`src/rtl/sr_serial_rx_if.sv`:
```
// rtl/sr_serial_rx_if.sv - Three-wire serial LED link pins (ser_clk/ser_data/ser_latch).
interface sr_serial_rx_if;
  logic ser_clk;
  logic ser_data;
  logic ser_latch;

  modport master (output ser_clk, output ser_data, output ser_latch);
  modport slave  (input  ser_clk, input  ser_data, input  ser_latch);
endinterface

```
`src/rtl/sr_serial_rx.sv`:
```
// rtl/sr_serial_rx.sv - Serial LED link receiver: synchronize, deserialize MSB-first, latch to Led.
// Optional odd-parity frame bit enabled by defining SR_RX_PARITY_EN.
module sr_serial_rx #(
  parameter int WIDTH       = 8,
  parameter int SYNC_STAGES = 2
) (
  input  logic             CLK,
  input  logic             reset,
  sr_serial_rx_if.slave    link,
  output logic [WIDTH-1:0] Led,
  output logic             byte_valid,
  output logic             frame_err,
  output logic             parity_err,
  output logic             busy
);

`ifdef SR_RX_PARITY_EN
  localparam int P = 1;
`else
  localparam int P = 0;
`endif
  localparam int N  = WIDTH + P;
  localparam int CW = $clog2(N + 2);
  localparam logic [CW-1:0] N_V   = CW'(N);
  localparam logic [CW-1:0] SAT_V = CW'(N + 1);
  localparam int WW = $clog2(SYNC_STAGES + 2);
  localparam logic [WW-1:0] WARM_V = WW'(SYNC_STAGES + 1);

  logic [SYNC_STAGES-1:0] r_clk_s;
  logic [SYNC_STAGES-1:0] r_dat_s;
  logic [SYNC_STAGES-1:0] r_lat_s;
  logic                   r_clk_p;
  logic                   r_lat_p;
  logic [WW-1:0]          r_warm;
  logic [N-1:0]           r_shift;
  logic [CW-1:0]          r_cnt;

  logic                   w_live;
  logic                   w_clk_rise;
  logic                   w_lat_rise;
  logic [N-1:0]           w_shift_nxt;
  logic [CW-1:0]          w_cnt_nxt;
  logic [WIDTH-1:0]       w_data;
  logic                   w_par_ok;

  // Edges only count once the prev flop holds a real post-reset sample,
  // so a pin held high through reset never looks like a fresh rise.
  assign w_live     = (r_warm == WARM_V);
  assign w_clk_rise = r_clk_s[SYNC_STAGES-1] & ~r_clk_p & w_live;
  assign w_lat_rise = r_lat_s[SYNC_STAGES-1] & ~r_lat_p & w_live;

  // Latch decisions use the post-shift view so a coincident bit is included.
  assign w_shift_nxt = w_clk_rise ? {r_shift[N-2:0], r_dat_s[SYNC_STAGES-1]} : r_shift;
  assign w_cnt_nxt   = (w_clk_rise && (r_cnt != SAT_V)) ? r_cnt + CW'(1) : r_cnt;
  assign w_data      = w_shift_nxt[WIDTH-1+P:P];

`ifdef SR_RX_PARITY_EN
  logic r_parity_err;
  assign w_par_ok   = ^w_shift_nxt;
  assign parity_err = r_parity_err;
`else
  assign w_par_ok   = 1'b1;
  assign parity_err = 1'b0;
`endif

  always_ff @(posedge CLK) begin
    if (!reset) begin
      r_clk_s    <= '0;
      r_dat_s    <= '0;
      r_lat_s    <= '0;
      r_clk_p    <= 1'b0;
      r_lat_p    <= 1'b0;
      r_warm     <= '0;
      r_shift    <= '0;
      r_cnt      <= '0;
      Led        <= '0;
      byte_valid <= 1'b0;
      frame_err  <= 1'b0;
      busy       <= 1'b0;
`ifdef SR_RX_PARITY_EN
      r_parity_err <= 1'b0;
`endif
    end else begin
      r_clk_s    <= {r_clk_s[SYNC_STAGES-2:0], link.ser_clk};
      r_dat_s    <= {r_dat_s[SYNC_STAGES-2:0], link.ser_data};
      r_lat_s    <= {r_lat_s[SYNC_STAGES-2:0], link.ser_latch};
      r_clk_p    <= r_clk_s[SYNC_STAGES-1];
      r_lat_p    <= r_lat_s[SYNC_STAGES-1];
      byte_valid <= 1'b0;
      frame_err  <= 1'b0;
`ifdef SR_RX_PARITY_EN
      r_parity_err <= 1'b0;
`endif
      if (!w_live) begin
        r_warm <= r_warm + WW'(1);
      end
      r_shift <= w_shift_nxt;
      if (w_lat_rise) begin
        r_cnt <= '0;
        busy  <= 1'b0;
        if (w_cnt_nxt != N_V) begin
          frame_err <= 1'b1;
        end else if (w_par_ok) begin
          Led        <= w_data;
          byte_valid <= 1'b1;
        end
`ifdef SR_RX_PARITY_EN
        else begin
          r_parity_err <= 1'b1;
        end
`endif
      end else begin
        r_cnt <= w_cnt_nxt;
        busy  <= (w_cnt_nxt != '0);
      end
    end
  end

endmodule

```
`src/flat_wrapper.sv`:
```
// flat-port wrapper written by rule: the top's interface ports become plain ports
module sr_serial_rx_flat 
#(
  parameter int WIDTH       = 8,
  parameter int SYNC_STAGES = 2
)
  (CLK, reset, Led, byte_valid, frame_err, parity_err, busy, link_ser_clk, link_ser_data, link_ser_latch);
  sr_serial_rx_if link_i ();
  input  logic CLK;
  input  logic reset;
  output logic [WIDTH-1:0] Led;
  output logic byte_valid;
  output logic frame_err;
  output logic parity_err;
  output logic busy;
  input wire logic [$bits(link_i.ser_clk)-1:0] link_ser_clk;
  input wire logic [$bits(link_i.ser_data)-1:0] link_ser_data;
  input wire logic [$bits(link_i.ser_latch)-1:0] link_ser_latch;
  assign link_i.ser_clk = link_ser_clk;
  assign link_i.ser_data = link_ser_data;
  assign link_i.ser_latch = link_ser_latch;
  sr_serial_rx #(.WIDTH(WIDTH), .SYNC_STAGES(SYNC_STAGES)) u_core (.CLK(CLK), .reset(reset), .link(link_i), .Led(Led), .byte_valid(byte_valid), .frame_err(frame_err), .parity_err(parity_err), .busy(busy));
endmodule
```
`config.mk`:
```
export PLATFORM = sky130hd
export DESIGN_NAME = sr_serial_rx_flat
export DESIGN_NICKNAME = d
export VERILOG_FILES = /design/src/rtl/sr_serial_rx_if.sv /design/src/rtl/sr_serial_rx.sv /design/src/flat_wrapper.sv
export SDC_FILE = /design/constraint.sdc
export NUM_CORES = 1
export LEC_CHECK = 0
export ABC_AREA = 1
export CAP_MARGIN = 20
export CORE_AREA = 2 2 59 61
export CTS_CLUSTER_DIAMETER = 60
export DETAILED_ROUTE_END_ITERATION = 7
export DIE_AREA = 0 0 61 63
export MAX_ROUTING_LAYER = met4
export PLACE_DENSITY = 0.76
export RECOVER_POWER = 25
export SETUP_SLACK_MARGIN = 0.1
export SLEW_MARGIN = 20
export SYNTH_ARGS = -nofsm -noshare
export SYNTH_HDL_FRONTEND = slang
export SYNTH_SLANG_ARGS = --single-unit
```
`constraint.sdc`:
```
create_clock -name CLK -period 4.5 [get_ports CLK]
set_clock_uncertainty 0.15 [all_clocks]
set_input_delay 0.675 -clock CLK [delete_from_list [all_inputs] [get_ports CLK]]
set_output_delay 0.675 -clock CLK [all_outputs]
set_load 0.1 [all_outputs]
```
==> run notes <==
Results of the full flow below.

Outcome:
- The run finished with clean final reports.

Worst setup path:
- Per the timing report, the most critical flop-to-flop path originates at u_core.r_warm[0].
- STA classifies the critical path startpoint as a flip-flop.
- The critical path in this run is classified as flip-flop to primary output.
- The most critical setup path has its startpoint at u_core.Led[7].
- The run puts the data arrival time of the critical path at 1800 ps.

Global route:
- The first global-routing pass estimated 3730 um of wire.
- The run gives the via count of the first global-routing pass as 899.
- The run puts the aggregate global routing overflow at 0.

STA:
- Per the final report, max-transition violations number 0.
- The run puts the final clock period utilization by the worst path at 0.583.
- The run puts the maximum clock frequency at 0.381 GHz.
- The worst path needs 2620 ps of the cycle, external delays included.
- The run puts the number of hold-slack violations in the final timing report at 0.

Die:
- The run puts the chip footprint at 0.00384 mm2.
- The run puts the number of cell rows at 21.
- The run gives the area of the placeable core as 0.00323 mm2.
- The run puts the number of top-level pins at 17.
- The floorplan step set the die height to 63 um.

Placement:
- The number of placed instances, taps included, is 240.
- The run gives the half-perimeter wire length after detailed placement as 1390 um.

Clock tree:
- The run gives the cell chosen for the clock root as sky130_fd_sc_hd__clkbuf_4.
- The run puts the total setup buffers inserted after CTS at 0.
- The run puts the total of cells resized after clock tree synthesis at 0.
- TritonCTS built the clock tree.
- The run gives the source-to-sink clock delay at the later pin of the worst-skew pair as 330 ps.

Finish:
- For this run, the share of the core covered by cells in the final layout is 0.500.
- The run gives the layout cell share with drive strength beyond 1 as 0.0792.
- The run puts the number of antenna cells inserted at 0.
- The layout has 325 filler cells.

Synthesis:
- For reference, the top cells by area after synthesis are sky130_fd_sc_hd__dfxtp_1, sky130_fd_sc_hd__nand2_1, sky130_fd_sc_hd__inv_1.
- The run puts the share of synthesized cell area in and-or and or-and compound cells at 0.0703.
- The run gives the post-synthesis net count as 193.
- The run gives the area fraction in and, or, nand and nor cells as 0.304.
- The run puts the per-instance average area after synthesis at 7.51 um2.
- The biggest area contributor in the post-synthesis netlist is sky130_fd_sc_hd__dfxtp_1.
- The run puts the xor-xnor portion of the synthesized cell area at 0.
- In the Yosys stats the netlist draws on 23 distinct library cells.
- The run puts the arithmetic-cell share of the synthesized area counting full adders, half adders and majority gates at 0.0270.
- Yosys reported a register bit count of 33.
- Of the post-synthesis cell area, the dominant cell type holds 0.476.
- The run puts the register share after synthesis at 0.476.
- The run gives the number of standard cells after synthesis as 185.

Power:
- The final power report lists total power as 0.486 mW.

Route:
- The run puts the remaining routing DRC violations at 0.
- The run puts the iteration tally of the first detailed-router pass at 4.
- In the final routed layout, each cell accounts on average for 8.46 um.

Hold path:
- STA lists the startpoint of the worst hold path as u_core.r_clk_s[0].
- The most critical min-delay path falls under flip-flop to flip-flop.

Run:
- The run gives the OpenROAD warning count as 27.
worst paths after layout:
path | slack, ps | depth (start not counted) | end
hold reg to reg | 270 | 2 | u_core.r_clk_s[1]
setup / recovery | 1880 | 1 | Led[7]
hold / removal | 270 | 2 | u_core.r_clk_s[1]
setup reg to reg | 2100 | 11 | u_core.Led[5]
power breakdown:
part | total (mW) | leakage [nW] | internal, mW | switching (mW)
sequential | 0.303 | 0.268 | 0.299 | 0.00347
combinational | 0.0294 | 0.414 | 0.00952 | 0.0199
clock | 0.154 | 0.0320 | 0.0594 | 0.0948
metrics by stage:
step,setup slack [ps],instance area [um2]
2_1_floorplan,2730,1390
3_3_place_gp,2090,1560
3_5_place_dp,2060,1560
4_1_cts,1860,1620
5_1_grt,1810,1620
6_report,1880,1620
flip-flops by register name, indices dropped and copies added, names as in the netlist, 2 cells and up:
| signal | cells |
|---|---|
| u_core.r_dat_s | 2 |
| u_core.r_shift | 8 |
| u_core.r_warm | 2 |
| u_core.r_cnt | 4 |
| u_core.r_clk_s | 2 |
| u_core.r_lat_s | 2 |
| u_core.Led | 8 |
cell usage after synthesis:
| cell | n |
|---|---|
| sky130_fd_sc_hd__a21oi_4 | 1 |
| sky130_fd_sc_hd__inv_1 | 35 |
| sky130_fd_sc_hd__conb_1 | 1 |
| sky130_fd_sc_hd__nand4_1 | 9 |
| sky130_fd_sc_hd__dfxtp_1 | 33 |
| sky130_fd_sc_hd__clkinv_1 | 1 |
| sky130_fd_sc_hd__o21ai_0 | 7 |
| sky130_fd_sc_hd__a31oi_1 | 1 |
| sky130_fd_sc_hd__nand3_1 | 2 |
| sky130_fd_sc_hd__nand2_2 | 3 |
| sky130_fd_sc_hd__and2_1 | 1 |
| sky130_fd_sc_hd__buf_2 | 2 |
| sky130_fd_sc_hd__nand3_4 | 2 |
| sky130_fd_sc_hd__nand2_4 | 1 |
| sky130_fd_sc_hd__nor2_1 | 26 |
| sky130_fd_sc_hd__nand3b_1 | 2 |
| sky130_fd_sc_hd__nor2_4 | 1 |
| sky130_fd_sc_hd__nand2_1 | 41 |
| sky130_fd_sc_hd__buf_4 | 2 |
| sky130_fd_sc_hd__ha_1 | 3 |
| sky130_fd_sc_hd__clkbuf_1 | 2 |
| sky130_fd_sc_hd__a21oi_1 | 8 |
| sky130_fd_sc_hd__nor2_2 | 1 |
final cells by class:
| class | count | area (um2) | area share |
|---|---|---|---|
| Sequential cell | 33 | 661 | 0.409 |
| Multi-Input combinational cell | 110 | 561 | 0.347 |
| Timing Repair Buffer | 15 | 150 | 0.0930 |
| Inverter | 36 | 135 | 0.0837 |
| Tap cell | 46 | 57.6 | 0.0356 |
| Clock buffer | 6 | 41.3 | 0.0256 |
| Clock inverter | 2 | 10.0 | 0.00620 |
routing by layer:
layer	track usage	part of all wire	vias to the layer above
met5	-	0	-
met4	0.0815	0.030	0
met3	0.0435	0.041	8
met2	0.187	0.44	25
met1	0.163	0.49	453
li1	-	-	591
Fig. 1: signal wires by layer
Scale: 4 px per um.
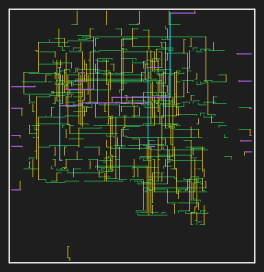
layer	color	wire length
met1	green	1030 um
met2	yellow	914 um
met4	cyan	63.9 um
met3	purple	85.5 um
final WL: 2100 um
combined global-route utilization of all metal layers: 0.134
number of vias in the routed layout: 1077

Fig. 2: clock network drawn from the DEF
Scale: 8 px per um.
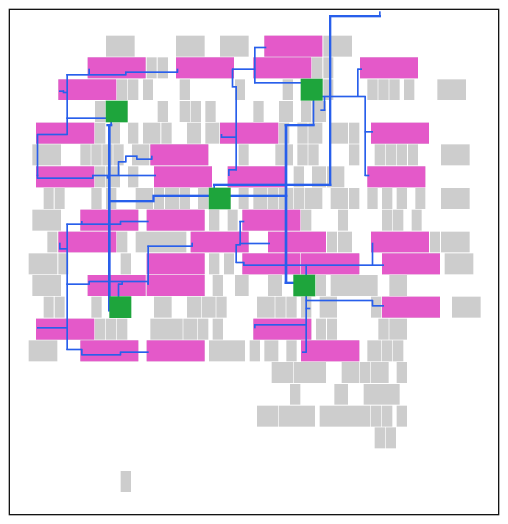
[cells driving clock nets] green | count: 5
[flip-flops] magenta | count: 33
[clock wires] blue | length: 368 um
routed clock nets	6

Fig. 3: metal 3
Scale: 8 px per um.
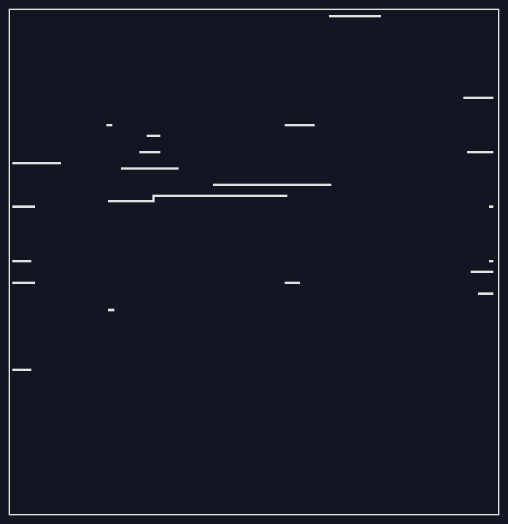
longest straight run	16.6 um
nets with wire on the layer	16
main direction	horizontal
share of all routed wire	4.1%

Fig. 4: gate-type map
Scale: 4 px per um.
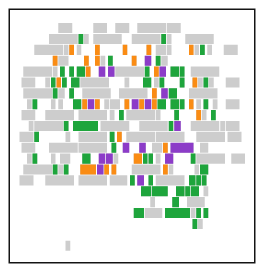
family	color	cells	most used
inverting AOI/OAI gates	purple	17	a21oi_1
NOR gates	orange	28	nor2_1
NAND gates	green	60	nand2_1

Power is estimated from default activity; no workload was simulated.
